### Nets reached from selected ports, run 1

Bar = 10 um.
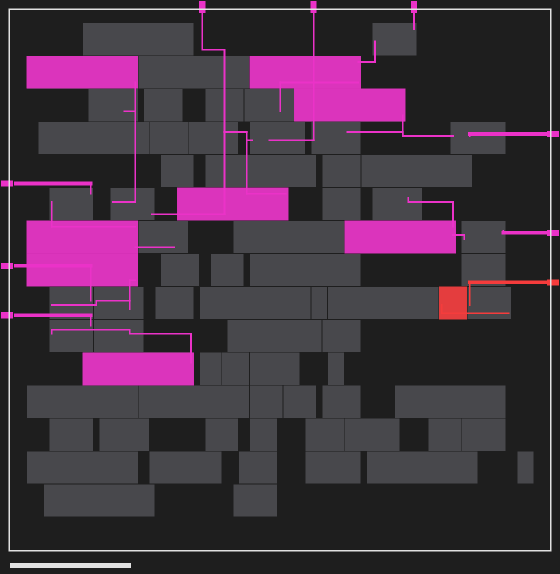
### Placement density heat map, run 1

Bar = 10 um. 9 x 9 tiles, from white (low) to dark blue (high), 0 to 100% covered.
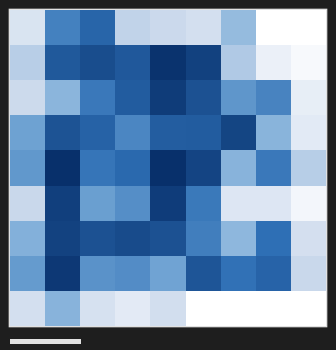
### Clock routing, run 1

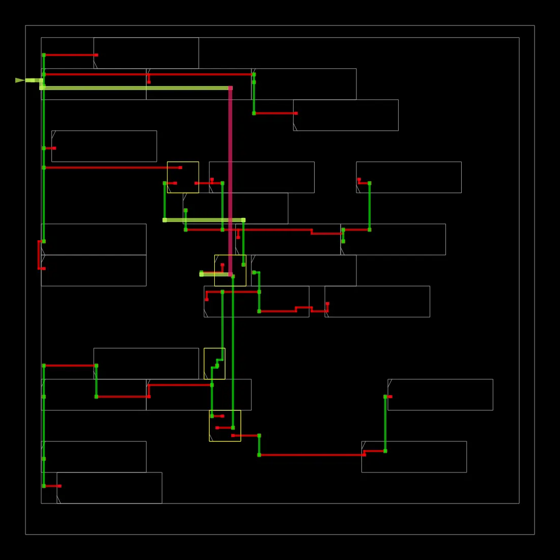
### Signal wires on met1, run 1

Supply wires on this layer in grey.
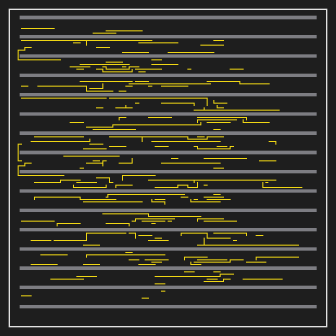
==> config.mk <==
export PLATFORM = sky130hd
export DESIGN_NAME = trng_collector
export DESIGN_NICKNAME = d
export VERILOG_FILES = /design/src/rtl/trng_collector.sv
export SDC_FILE = /design/constraint.sdc
export NUM_CORES = 1
export LEC_CHECK = 0
export ABC_CLOCK_PERIOD_IN_PS = 2200
export CAP_MARGIN = 15
export CORE_UTILIZATION = 49
export CTS_CLUSTER_DIAMETER = 100
export DETAILED_ROUTE_END_ITERATION = 8
export PLACE_DENSITY = 0.73
export SLEW_MARGIN = 10
export SYNTH_ARGS = -nofsm -noshare
export SYNTH_HDL_FRONTEND = slang
export SYNTH_SLANG_ARGS = --single-unit
==> constraint.sdc <==
create_clock -name clock -period 2.2 [get_ports clock]
set_clock_uncertainty 0.2 [all_clocks]
set_input_delay 0.66 -clock clock [delete_from_list [all_inputs] [get_ports clock]]
set_output_delay 0.66 -clock clock [all_outputs]
set_load 0.02 [all_outputs]
==> src/rtl/trng_collector.sv <==
// trng_collector: resynchronises a ring-oscillator bit, von Neumann debiases it and packs WIDTH-bit words.
// Optional repetition-count health test is built when the TRNG_HEALTH_EN macro is defined.
module trng_collector #(
  parameter int WIDTH       = 8,
  parameter int SYNC_STAGES = 2,
  parameter int REP_LIMIT   = 32
) (
  input  logic             clock,
  input  logic             reset_n,
  input  logic             enable,
  input  logic             raw_bit,
  output logic [WIDTH-1:0] data,
  output logic             valid,
  input  logic             ready,
  output logic             health_fail,
  output logic             dbg_state_o
);

  localparam int            CW       = $clog2(WIDTH);
  localparam logic [CW-1:0] CNT_LAST = CW'(WIDTH - 1);

  typedef enum logic {
    FIRST  = 1'b0,
    SECOND = 1'b1
  } pair_state_e;

  logic [SYNC_STAGES-1:0] sync_q;
  logic                   s;

  pair_state_e      state_q, state_d;
  logic             a_q, a_d;
  logic [WIDTH-1:0] sh_q, sh_d, sh_next;
  logic [CW-1:0]    cnt_q, cnt_d;
  logic [WIDTH-1:0] data_q, data_d;
  logic             valid_q, valid_d;
  logic             emit, load, handshake;
  logic             hf_now, hf_next;

  assign s = sync_q[SYNC_STAGES-1];

  // Free-running resynchroniser; enable never gates it.
  always_ff @(posedge clock or negedge reset_n) begin
    if (!reset_n) begin
      sync_q <= '0;
    end else begin
      sync_q <= {sync_q[SYNC_STAGES-2:0], raw_bit};
    end
  end

`ifdef TRNG_HEALTH_EN
  localparam logic [7:0] REP_MAX = 8'(REP_LIMIT);

  logic [7:0] rc_q, rc_d;
  logic       prev_q, prev_d;
  logic       hf_q, hf_d;

  always_comb begin
    rc_d   = rc_q;
    prev_d = prev_q;
    hf_d   = hf_q;
    if (enable) begin
      prev_d = s;
      if (s != prev_q) begin
        rc_d = 8'd1;
      end else if (rc_q != REP_MAX) begin
        rc_d = rc_q + 8'd1;
      end
      if (rc_d == REP_MAX) begin
        hf_d = 1'b1;
      end
    end
  end

  always_ff @(posedge clock or negedge reset_n) begin
    if (!reset_n) begin
      rc_q   <= 8'd0;
      prev_q <= 1'b0;
      hf_q   <= 1'b0;
    end else begin
      rc_q   <= rc_d;
      prev_q <= prev_d;
      hf_q   <= hf_d;
    end
  end

  assign hf_now  = hf_q;
  assign hf_next = hf_d;
`else
  assign hf_now  = 1'b0;
  assign hf_next = 1'b0;
`endif

  // Output handshake: a word transfers on a rising edge where valid && ready;
  // data is stable while valid is high, and the source is never stalled, so a
  // word completed while the output register is occupied is dropped.
  always_comb begin
    state_d   = state_q;
    a_d       = a_q;
    sh_d      = sh_q;
    cnt_d     = cnt_q;
    data_d    = data_q;
    valid_d   = valid_q;
    emit      = 1'b0;
    load      = 1'b0;
    sh_next   = {sh_q[WIDTH-2:0], a_q};
    handshake = valid_q && ready && !hf_now;

    if (!enable) begin
      state_d = FIRST;
      sh_d    = '0;
      cnt_d   = '0;
    end else if (state_q == FIRST) begin
      a_d     = s;
      state_d = SECOND;
    end else begin
      state_d = FIRST;
      emit    = (a_q != s) && !hf_now;
    end

    if (emit) begin
      sh_d = sh_next;
      if (cnt_q == CNT_LAST) begin
        cnt_d = '0;
        load  = !valid_q || handshake;
      end else begin
        cnt_d = cnt_q + 1'b1;
      end
    end

    if (load) begin
      data_d  = sh_next;
      valid_d = 1'b1;
    end else if (handshake) begin
      valid_d = 1'b0;
    end

    // A failing source must not hand out a word, including one already held.
    if (hf_next) begin
      valid_d = 1'b0;
    end
  end

  always_ff @(posedge clock or negedge reset_n) begin
    if (!reset_n) begin
      state_q <= FIRST;
      a_q     <= 1'b0;
      sh_q    <= '0;
      cnt_q   <= '0;
      data_q  <= '0;
      valid_q <= 1'b0;
    end else begin
      state_q <= state_d;
      a_q     <= a_d;
      sh_q    <= sh_d;
      cnt_q   <= cnt_d;
      data_q  <= data_d;
      valid_q <= valid_d;
    end
  end

  assign data        = data_q;
  assign valid       = valid_q;
  assign health_fail = hf_now;
  assign dbg_state_o = state_q;

endmodule

==> job_summary.md, run 1 <==
## Synthesis and layout report

| Metric | Value |
|---|---|
| Power Dens Cells | 629 nW/um^2 |
| Worst R2R Setup Slack | 0.55 ns |
| Crit path max fanout | 2 |
| Post-CTS setup buffer count | 0 |
| Seq pwr share | 64.5% |
| Reg area | 576 sq um |
| Final ANT Viol Nets | 0 |
| Logic area | 300 sq um |
| Crit-path max cell delay | 0.62 ns |
| Filler cell count | 127 |
| Ys cells | 56 |
| Die width | 44.6 um |
| Hold Crit Class | reg -> reg |
| Switch Pwr | 0.000163 W |
| Final period utilization | 97.9% |
| WHS Endpoint | sync_q[1]$_DFF_PN0_ |
| Layout cells sized above 1 | 25.7% |
| DRC | 0 |
| Clock transition at path regs | 0.13 ns |
| MaxCap Viol Count | 0 |
| Syn_nets | 63 |
| Post-synth EDFFs | 0 |
| Slowest-stage cell, CP | clkdlybuf4s50_1 |
| Syn_area_per_cell | 15.9 sq um |
| HP Start | sync_q[0]$_DFF_PN0_ |
| Minimum hold slack | 0.173 ns |
| Status | finished clean |
| Ys async rst share | 100% |
| Distinct lib cells used | 16 |
| Worst r2r src | cnt_q[0]$_DFFE_PN0P_ |
| Largest net degree at the start of global routing | 24 |
| YS warnings | 0 |
| Worst IR drop on VDD | 472 uV |
| Crit-path leading delay family | buffers and inverters |
| Vias post-DR | 510 |
| Row Count | 15 |
| Crit Path Category | reg -> out |
| Min Tclk post-route | 2.15 ns |
| Most numerous logic cell after layout | dfrtp_1 |
| Switch share | 23.7% |
| GRT overflow | 0 |
| Cell breakdown of the critical path | clkdlybuf4s50_1 |
| Total track usage | 17.1% |
| Nets@finish | 82 |
| Leakage | 0.574 nW |
| Gpl congestion | 0.632 |
| RSZ-0062 raised after global routing | false |
| CP bufs+invs | 1 |
| CTS Sinks | 23 |
| Worst Reg2Reg Path Length in Cells | 4 |
| Initial DRT Pass Iterations | 4 |
| CP Launch Point | data[3]$_DFFE_PN0P_ |
| Clock buffer depth | 2 |
| FF-to-FF End | data[0]$_DFFE_PN0P_ |
| Area share, top type | 64.8% |
| Post-Synthesis Cells | 56 |
| Post-Syn Area | 888 sq um |
| Critical path endpoint category | output port |
| Diode count | 0 |
| Worst slack at placement | 0.0333 ns |
| Most used DFF post-synth | dfrtp_1 |
| Final HPWL DP | 890 um |
| Area grow syn2layout | 23.1% |
| Initial antenna violation count | 0 |
| Seq cells post-synth | 23 |
| Final hold viol count | 0 |
| Die footprint | 1990 sq um |
| Max H-tree Level | 1 |
| Die Y | 44.6 um |
| Int Pwr | 0.000524 W |
| Setup TNS | 0 ns |
| Worst setup margin | 0.0469 ns |
| Clock power frac | 27.7% |
| Yosys chip area | 888 sq um |
| Main area contributors after synthesis | dfrtp_1 (65%), mux2_2 (11%), a22o_1 (9.9%) |
| CTS tree | yes |
| Routed wire per std cell | 13.3 um |
| Cell taking the most area after synthesis | dfrtp_1 |
| CP Launch Type | flop |
| DR vias/cell | 5.15 |
| Synth Seq Share | 64.8% |
| CP required | 1.34 ns |
| Count of pins over their slew limit | 0 |
| CP arrival | 1.29 ns |
| Fmax | 0.464 GHz |
| Vias in the first global route | 498 |
| Log Warnings | 26 |
| Drt initial violations | 3 |
| Hold path depth | 0 |
| Combinational power share | 7.9% |
| Top cells excl fill/tap | dfrtp_1 (23), clkdlybuf4s50_1 (11), a22o_1 (10) |
| First-pass GRT wire length | 2300 um |
| Root Buffer | clkbuf_4 |
| Finish-stage setup viols | 0 |
-- 'Nets reached from selected ports' (at the start) --
legend:
  magenta:
    port: `data`
    bits: 8
    direction: output
    edge: 3 left, 3 top, 2 right
    end_cells: 8
    buffers: 8
    wire: 163 um
  red:
    port: `ready`
    bits: 1
    direction: input
    edge: right
    end_cells: 1
    buffers: 1
    wire: 14.3 um
# IOs: 16
IO Port Bufs: 14

-- 'Placement density heat map' (at the start) --
nearly empty tiles: 7.4%
emptiest ninth of the die: upper right
densest ninth of the die: centre
mean over tiles: 54%
tiles over 75% full: 33%
fullest tile: 100%
core area: 1710 sq um
fp_density: 52.0%
final core utilization: 64.0%

-- 'Clock routing' (at the start) --
later-pin clock latency in the skew report: 0.31 ns
flip-flops: 23
CTS Buf Count: 3
CLK BUF: 3

-- 'Signal wires on met1' (at the start) --
share of all routed wire: 50%
wire length on this layer: 659 um
longest straight run: 18.4 um
grt met1 use: 25.0%
detailed-route wire length: 1310 um

run 1: how the worst max path moves through the flow:
| stage | slack (ns) | cells after the start | end |
|---|---|---|---|
| global placement | 0.05 | 4 | data[3]$_DFFE_PN0P_ |
| floorplan | 0.54 | 3 | data[0]$_DFFE_PN0P_ |
| global route | 0.006 | 1 | data[5] |
| detailed placement | 0.03 | 4 | data[1]$_DFFE_PN0P_ |
| CTS | 0.04 | 1 | data[3] |
| finish | 0.05 | 1 | data[3] |
run 1: layer usage:
metal	vias up	wire length, um	global-route usage, %
met5	-	0	0
met2	13	560	22.9
met4	0	16	9.09
li1	241	-	-
met1	254	658	25.0
met3	2	76	4.90
run 1: cells in the mapped netlist, types with 2 or more instances:
cell type	count
mux2_2	9
ha_1	2
dfrtp_1	23
a22o_1	10
run 1: sequential cells by signal, summed over array words and instances, names as in the netlist:
| register | flops |
|---|---|
| sh_q | 7 |
| cnt_q | 3 |
| a_q | 1 |
| dbg_state_o | 1 |
| valid | 1 |
| sync_q | 2 |
| data | 8 |
run 1: cell type report:
| type | count | share of cell area, % |
|---|---|---|
| Multi-Input combinational cell | 31 | 27.5 |
| Clock inverter | 1 | 0.458 |
| Timing Repair Buffer | 16 | 14.5 |
| Clock buffer | 3 | 2.06 |
| Tap cell | 25 | 2.86 |
| Sequential cell | 23 | 52.6 |
run 1: power by group through the flow:
stage,clock network (W),logic (W),registers (W)
2_1_floorplan,0,0.0000297,0.000451
3_3_place_gp,0,0.0000546,0.000451
3_5_place_dp,0,0.0000558,0.000451
4_1_cts,0.000195,0.0000549,0.000443
5_1_grt,0.000216,0.0000613,0.000445
6_report,0.000190,0.0000541,0.000443
run 1: per-stage QoR:
step | util (%) | std cells | total power, W | area [sq um]
floorplan | - | 56 | 0.000481 | 888
global placement | 62.2 | 95 | 0.000505 | 1060
detailed placement | 62.2 | 95 | 0.000507 | 1060
CTS | 63.7 | 99 | 0.000693 | 1090
global route | 64.0 | 99 | 0.000723 | 1090
finish | 64.0 | 99 | 0.000687 | 1090
run 1: logic make-up after synthesis:
group                    count (synthesis)  synth area share, %
buffers and inverters                    2                 1.41
other                                    1                0.422
adder cells (fa/ha/maj)                  2                 2.82
AND/OR/NAND/NOR                          7                 6.20
XOR/XNOR                                 1                 1.83
multiplexers                             9                 11.4
flip-flops                              23                 64.8
AND-OR/OR-AND                           11                 11.1
run 1: repair_timing:
action,in CTS,in global routing
resized,1,2
endpoints found under the setup margin,1,2
hold buffers,0,0
## Run 2: what changed since run 1
CTS_CLUSTER_SIZE = 14   (was not set)
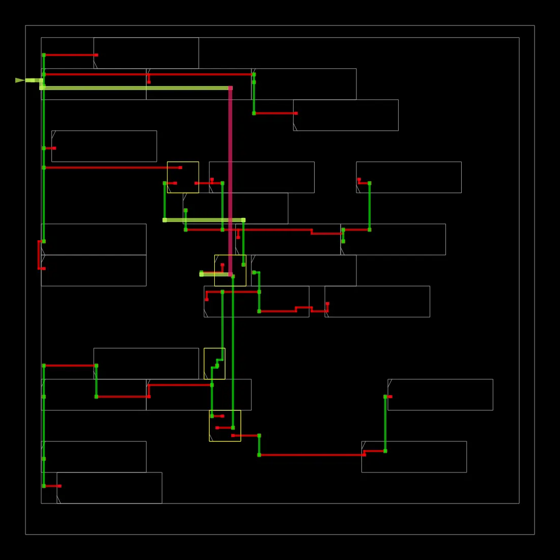
*Clock routing, run 2*
clk pwr: 0.000190 W
CTS Sinks: 23

==> run 2 against run 1 <==
Net effect: sequential power about the same; total power unchanged; core utilization unchanged; design area unchanged; global-route usage unchanged; die size unchanged; flip-flop count unchanged; critical path type unchanged; largest power group unchanged.
==> job_summary.md, run 2 <==
## Synthesis and layout report

| Metric | Value |
|---|---|
| Fin cells | 99 (unchanged) |
| Crit-path max cell delay | 0.62 ns (about the same) |
| Initial DRT Pass Iterations | 4 (unchanged) |
| Initial antenna violation count | 0 (unchanged) |
| Status | finished clean |
| Cells after DPL | 95 (unchanged) |
| Post-Synthesis Cells | 56 (unchanged) |
| Cts hold-fix bufs | 0 (unchanged) |
| Final period utilization | 97.9% (unchanged) |
| Crit Path Category | reg -> out |
| Cell taking the most area after synthesis | dfrtp_1 |
| Most numerous logic cell after layout | dfrtp_1 |
| CP required | 1.34 ns (about the same) |
| # IOs | 16 (unchanged) |
| Die Y | 44.6 um (unchanged) |
| DR WL met2 | 560 um (unchanged) |
| Final ANT Viol Nets | 0 (unchanged) |
| Min Tclk post-route | 2.15 ns (unchanged) |
| Top cells excl fill/tap | dfrtp_1 (23), clkdlybuf4s50_1 (11), a22o_1 (10) |
| Area grow syn2layout | 23.1% (unchanged) |
| Critical path endpoint category | output port |
| Die width | 44.6 um (unchanged) |
| Syn_nets | 63 (unchanged) |
| Diode count | 0 (unchanged) |
| Yosys top cell by instances | dfrtp_1 |
| Post-Syn Area | 888 sq um (unchanged) |
| Most used DFF post-synth | dfrtp_1 |
| Root Buffer | clkbuf_4 |
| Main area contributors after synthesis | dfrtp_1 (65%), mux2_2 (11%), a22o_1 (9.9%) |
| Post-CTS sizing | 1 (unchanged) |
| Final HPWL DP | 890 um (unchanged) |
| Gpl congestion | 0.632 (unchanged) |
| Distinct lib cells used | 16 (unchanged) |
| Final hold viol count | 0 (unchanged) |
| Nets@finish | 82 (unchanged) |
| Post-CTS setup buffer count | 0 (unchanged) |
| Hold Crit Class | reg -> reg |
| DR vias/cell | 5.15 (unchanged) |
| Worst r2r src | cnt_q[0]$_DFFE_PN0P_ |
| Stages on the worst setup path | 1 (unchanged) |
| First-pass GRT wire length | 2300 um (unchanged) |
| Largest net degree at the start of global routing | 24 (unchanged) |
| Seq cells post-synth | 23 (unchanged) |
| Leakage | 0.574 nW (unchanged) |
| Max H-tree Level | 1 (unchanged) |
| Hold path depth | 0 (unchanged) |
| Worst R2R Setup Slack | 0.55 ns (about the same) |
| CP bufs+invs | 1 (unchanged) |
| Crit-path leading delay family | buffers and inverters |
| MaxCap Viol Count | 0 (unchanged) |
| Finish-stage setup viols | 0 (unchanged) |
| Setup TNS | 0 ns (unchanged) |
| GRT overflow | 0 (unchanged) |
| Drt initial violations | 3 (unchanged) |
| Post-route cell area | 1090 sq um (unchanged) |
| Dpl cell area | 1060 sq um (unchanged) |
| Count of pins over their slew limit | 0 (unchanged) |
| Max reg flops | 8 (unchanged) |
| CTS Buf Count | 3 (unchanged) |
| DR top layer | met4 |
| Clock transition at path regs | 0.13 ns (about the same) |
| Row Count | 15 (unchanged) |
| Worst IR drop on VDD | 472 uV (unchanged) |
| CP Launch Point | data[3]$_DFFE_PN0P_ |
| Area share, top type | 64.8% (unchanged) |
| Setup crit end | data[3] |
| Commonest cells post-synth | dfrtp_1 (23), a22o_1 (10), mux2_2 (9), ha_1 (2) |
| Cell breakdown of the critical path | clkdlybuf4s50_1 |
| Detailed-route wire length | 1310 um (unchanged) |
| Worst Reg2Reg Path Length in Cells | 4 (unchanged) |
| Layout cells sized above 1 | 25.7% (unchanged) |
| Log Warnings | 26 (unchanged) |
| Post-synth EDFFs | 0 (unchanged) |
| IO Port Bufs | 14 (unchanged) |
| Crit path max fanout | 2 (unchanged) |
| Power Dens Cells | 629 nW/um^2 (unchanged) |
| CP arrival | 1.29 ns (about the same) |
| M1 wire length | 658 um (unchanged) |
| Clock buffer depth | 2 (unchanged) |
| DRC | 0 (unchanged) |
| Met3 Wirelength | 76 um (unchanged) |
| Ys async rst share | 100% (unchanged) |
| YS warnings | 0 (unchanged) |
| Die footprint | 1990 sq um (unchanged) |
| CP Launch Type | flop |
| FF-to-FF End | data[0]$_DFFE_PN0P_ |
| Syn_area_per_cell | 15.9 sq um (unchanged) |
| Fp_density | 52.0% (unchanged) |
| Vias in the first global route | 498 (unchanged) |
| Fmax | 0.464 GHz (unchanged) |
| Slowest-stage cell, CP | clkdlybuf4s50_1 |
| RSZ-0062 raised after global routing | false |
| Ys cells | 56 (unchanged) |
| CTS tree | yes |
| Later-pin clock latency in the skew report | 0.31 ns (about the same) |
| Synth Seq Share | 64.8% (unchanged) |
| Core area | 1710 sq um (unchanged) |
| Yosys chip area | 888 sq um (unchanged) |
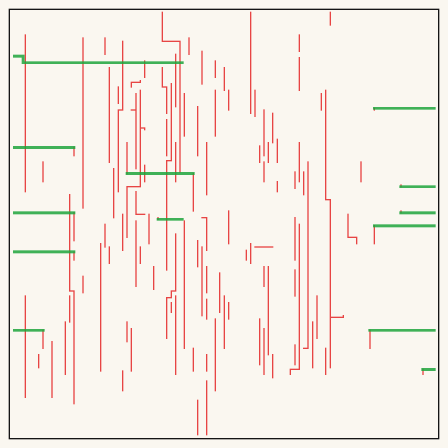
*Wiring by layer, run 2*
Two of the layers only.
legend:
  red:
    layer: metal 2
    wire_length: 561 um
  green:
    layer: metal 3
    wire_length: 76.5 um
total track usage: 17.1%
Routed wire per std cell: 13.3 um
vias post-DR: 510

==> run 2: cell counts after synthesis <==
No cell type changed its count.
==> run 2: cell families after synthesis <==
kind of cell / Yosys count / synth area share (%)
AND-OR/OR-AND: 11 / 11.1
XOR/XNOR: 1 / 1.83
adder cells (fa/ha/maj): 2 / 2.82
buffers and inverters: 2 / 1.41
flip-flops: 23 / 64.8
multiplexers: 9 / 11.4
other: 1 / 0.422
AND/OR/NAND/NOR: 7 / 6.20
==> run 2: routing by layer <==
metal / vias to the layer above / GRT usage, %
met4: 0 / 9.09
met5: - / 0
met2: 13 / 22.9
li1: 241 / -
met3: 2 / 4.90
met1: 254 / 25.0
==> run 2: worst min-delay path by stage <==
stage | from | end
2_1_floorplan | sync_q[0]$_DFF_PN0_ | sync_q[1]$_DFF_PN0_
3_3_place_gp | sync_q[0]$_DFF_PN0_ | sync_q[1]$_DFF_PN0_
3_5_place_dp | sync_q[0]$_DFF_PN0_ | sync_q[1]$_DFF_PN0_
4_1_cts | sync_q[0]$_DFF_PN0_ | sync_q[1]$_DFF_PN0_
5_1_grt | sync_q[0]$_DFF_PN0_ | sync_q[1]$_DFF_PN0_
6_report | sync_q[0]$_DFF_PN0_ | sync_q[1]$_DFF_PN0_
==> run 2: report_power, final <==
part           leakage, nW  internal (W)  switching, W
clock network       0.0177     0.0000678      0.000122
logic                0.244     0.0000235     0.0000306
registers            0.312      0.000433     0.0000102
==> run 2: layout make-up <==
type / instances / area [sq um]
fill: 127 / 614
multi-input combinational: 31 / 300
clock inverter: 1 / 5.00
timing repair buffer: 16 / 159
tap: 25 / 31.3
sequential: 23 / 576
clock buffer: 3 / 22.5
==> run 2: worst reg2reg max path, delay by kind of cell (launching register included) <==
family	cells	cell delay [ns]
adders and majority gates	2	0.43
DFF	1	0.42
muxes	1	0.35
and+or+nand+nor	1	0.15
==> run 2: per-stage QoR <==
stage          utilization [%]  hold slack (ns)  worst slack, ns  power [W]
2_1_floorplan                -            0.131            0.543   0.000481
3_3_place_gp              62.2            0.138           0.0517   0.000505
3_5_place_dp              62.2            0.142           0.0333   0.000507
4_1_cts                   63.7            0.179           0.0385   0.000693
5_1_grt                   64.0            0.190          0.00569   0.000723
6_report                  64.0            0.173           0.0469   0.000687
## Run 3: what changed since run 2
CORE_UTILIZATION = 55   (was 49)
DONT_BUFFER_PORTS = 1   (was not set)
PLACE_DENSITY = 0.68   (was 0.73)
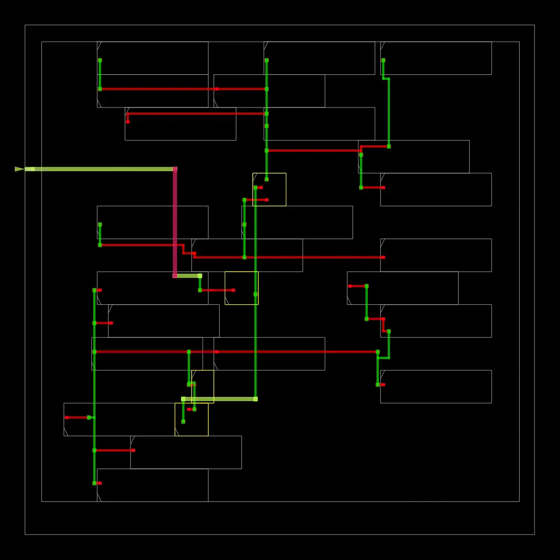
*Clock routing, run 3*
later-pin clock latency in the skew report: 0.30 ns
clk pwr: 0.000184 W

==> run 3 against run 2 <==
Net effect: design area down 15%; register-to-register slack worse by 0.04 ns; critical endpoint is now dbg_state_o$_DFF_PN0_; die size down 10%; via count down 8.4%; count of clock-buffer cells in the layout unchanged; setup slack better by 0.41 ns; core utilization down 2.1 points; flip-flop count unchanged; total power down 2.1%; area after synthesis unchanged; wire length up 4.3%.
==> job_summary.md, run 3 <==
## Synthesis and layout report

| Metric | Value |
|---|---|
| Crit-path max cell delay | 1.18 ns (+0.56 ns) |
| Main area contributors after synthesis | dfrtp_1 (65%), mux2_2 (11%), a22o_1 (9.9%) |
| Status | finished clean |
| Crit Path Category | in -> async |
| Post-route cell area | 933 sq um (-15%) |
| CP required | 2.30 ns (+0.96 ns) |
| Worst-Margin Slew | 0.977 ns |
| Post-Syn Area | 888 sq um (unchanged) |
| CTS tree | yes |
| Crit path max fanout | 23 (+21) |
| Max reg flops | 8 (unchanged) |
| Syn_nets | 63 (unchanged) |
| DRC | 0 (unchanged) |
| Post-Synthesis Cells | 56 (unchanged) |
| DR vias/cell | 6.23 (+21%) |
| Cell breakdown of the critical path | dlygate4sd3_1 |
| Diode count | 0 (unchanged) |
| MaxCap Viol Count | 0 (unchanged) |
| Post-CTS setup buffer count | 0 (unchanged) |
| Dpl cell area | 896 sq um (-16%) |
| Ys cells | 56 (unchanged) |
| First-pass GRT wire length | 2300 um (-0.30%) |
| Area share, top type | 64.8% (unchanged) |
| Layout cells sized above 1 | 28.8% (+3.1 points) |
| Fin cells | 75 (-24%) |
| Area grow syn2layout | 5.07% |
| Die Y | 42.2 um (-5.4%) |
| YS warnings | 0 (unchanged) |
| Fmax | 0.573 GHz (+23%) |
| Seq pwr share | 66.3% (+1.8 points) |
| Final core utilization | 62.0% (-2.1 points) |
| Die footprint | 1780 sq um (-10%) |
| CP arrival | 1.85 ns (+0.56 ns) |
| Setup TNS | 0 ns (unchanged) |
| Cell taking the most area after synthesis | dfrtp_1 |
| Final HPWL DP | 947 um (+6.5%) |
| Crit-path leading delay family | buffers and inverters |
| Ys async rst share | 100% (unchanged) |
| Final ANT Viol Nets | 0 (unchanged) |
| Drt initial violations | 2 (-1) |
| Count of pins over their slew limit | 0 (unchanged) |
| Min Tclk post-route | 1.75 ns (-0.407 ns) |
| Power Dens Cells | 721 nW/um^2 (+15%) |
| Leakage | 0.478 nW (-17%) |
| Most numerous logic cell after layout | dfrtp_1 |
| GRT overflow | 0 (unchanged) |
| Top cells excl fill/tap | dfrtp_1 (23), a22o_1 (10), mux2_2 (9) |
| Max H-tree Level | 1 (unchanged) |
| CP Launch Type | input pin |
| CTS Sinks | 23 (unchanged) |
| Switch share | 23.5% (-0.26 points) |
| Syn_area_per_cell | 15.9 sq um (unchanged) |
| Clock transition at path regs | 0.11 ns (-0.02 ns) |
| Worst r2r src | cnt_q[0]$_DFFE_PN0P_ |
| Yosys top cell by instances | dfrtp_1 |
| Most used DFF post-synth | dfrtp_1 |
| Root Buffer | clkbuf_4 |
| Slowest-stage cell, CP | dlygate4sd3_1 |
| Int Pwr | 0.000515 W (-1.8%) |
| Combinational power share | 6.3% (-1.6 points) |
| Yosys chip area | 888 sq um (unchanged) |
| Seq cells post-synth | 23 (unchanged) |
| Finish-stage setup viols | 0 (unchanged) |
| RSZ-0062 raised after global routing | false |
| Clock buffer depth | 2 (unchanged) |
| Worst IR drop on VDD | 441 uV (-6.5%) |
| Nets@finish | 67 (-18%) |
| Slew margin rel. | 34.7% |
| Largest net degree at the start of global routing | 24 (unchanged) |
| Initial antenna violation count | 0 (unchanged) |
| Core area | 1510 sq um (-12%) |
| Final period utilization | 79.4% (-18 points) |
| CP Launch Point | reset_n |
| Minimum hold slack | 0.169 ns (-0.00363 ns) |
| Post-synth EDFFs | 0 (unchanged) |
| Initial DRT Pass Iterations | 2 (-2) |
| Distinct lib cells used | 16 (unchanged) |
| Row Count | 14 (-1) |
| Synth Seq Share | 64.8% (unchanged) |
| Die width | 42.2 um (-5.4%) |
| Critical path endpoint category | asynchronous set/reset pin |
| Gpl congestion | 0.723 (+14%) |
| CTS Buf Count | 3 (unchanged) |
| Cells after DPL | 70 (-26%) |
| Filler cell count | 108 (-15%) |
| HP Start | sync_q[0]$_DFF_PN0_ |
| Final hold viol count | 0 (unchanged) |
| Clock power frac | 27.4% (-0.3 points) |
| CP bufs+invs | 1 (unchanged) |
| Commonest cells post-synth | dfrtp_1 (23), a22o_1 (10), mux2_2 (9), ha_1 (2) |
| # IOs | 16 (unchanged) |
| IO Port Bufs | 0 (-14) |
| Log Warnings | 26 (unchanged) |
| Vias in the first global route | 507 (+1.8%) |
| Switch Pwr | 0.000158 W (-3.2%) |
| Fp_density | 59.0% (+7.0 points) |
| Hold Crit Class | reg -> reg |
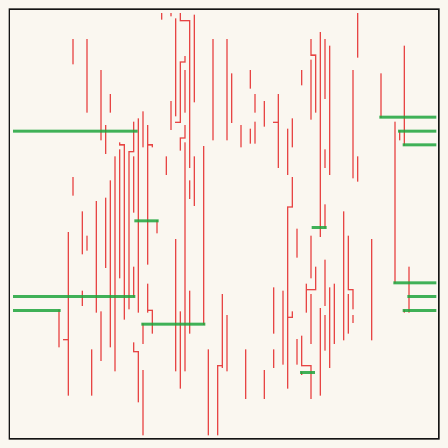
*Wiring by layer, run 3*
Two of the layers only.
detailed-route wire length: 1370 um
Routed wire per std cell: 18.3 um
vias post-DR: 467
total track usage: 17.9%

==> run 3: power groups by stage <==
stage	Combinational [W]	Sequential, W	Clock, W
after floorplan	0.0000297	0.000451	0
after global placement	0.0000309	0.000452	0
after detailed placement	0.0000328	0.000454	0
after CTS	0.0000428	0.000446	0.000191
after global routing	0.0000469	0.000448	0.000217
final	0.0000427	0.000446	0.000184
==> run 3: layer usage <==
| layer | GRT usage, % | vias up | share of wire [%] |
|---|---|---|---|
| li1 | - | 209 | - |
| met1 | 20.7 | 241 | 45 |
| met2 | 28.6 | 13 | 49 |
| met3 | 5.17 | 4 | 4.3 |
| met4 | 12.5 | 0 | 1.7 |
| met5 | 0 | - | 0 |
==> run 3: final timing paths <==
check | end | slack (ns) | cells past startpoint
min reg2reg | sync_q[1]$_DFF_PN0_ | 0.17 | 0
min in group asynchronous | data[5]$_DFFE_PN0P_ | 0.75 | 1
max | dbg_state_o$_DFF_PN0_ | 0.45 | 1
max in group clock | data[0]$_DFFE_PN0P_ | 0.51 | 4
min | sync_q[1]$_DFF_PN0_ | 0.17 | 0
max reg2reg | data[0]$_DFFE_PN0P_ | 0.51 | 4
==> run 3: cells by family (layout without fill, tap and decap cells) <==
kind of cell | Yosys count | in the layout | synth area share, %
xor+xnor | 1 | 1 | 1.83
mux | 9 | 9 | 11.4
buf+inv | 2 | 5 | 1.41
flops | 23 | 23 | 64.8
fa+ha+maj | 2 | 2 | 2.82
other cells | 1 | 1 | 0.422
compound gates | 11 | 11 | 11.1
simple gates | 7 | 7 | 6.20
==> run 3: final cells by class <==
type | instances | area (sq um) | share of cell area (%)
clock inverters | 1 | 5.00 | 0.536
repair buffers | 1 | 10.0 | 1.07
flip-flops and latches | 23 | 576 | 61.7
clock buffers | 3 | 22.5 | 2.41
multi-input cells | 31 | 300 | 32.2
well taps | 16 | 20.0 | 2.14
==> run 3: through the flow <==
stage	total power (W)	setup slack, ns
4_1_cts	0.000680	0.417
6_report	0.000673	0.454
3_5_place_dp	0.000486	0.460
3_3_place_gp	0.000483	0.501
5_1_grt	0.000712	0.302
2_1_floorplan	0.000481	0.543
==> run 3: what timing repair did <==
item	4_1_cts	5_1_grt
endpoints found under the hold margin	23	0
resized	0	0
hold buffers	1	0
Power figures rest on the tool's default switching activity, not on a simulated workload.
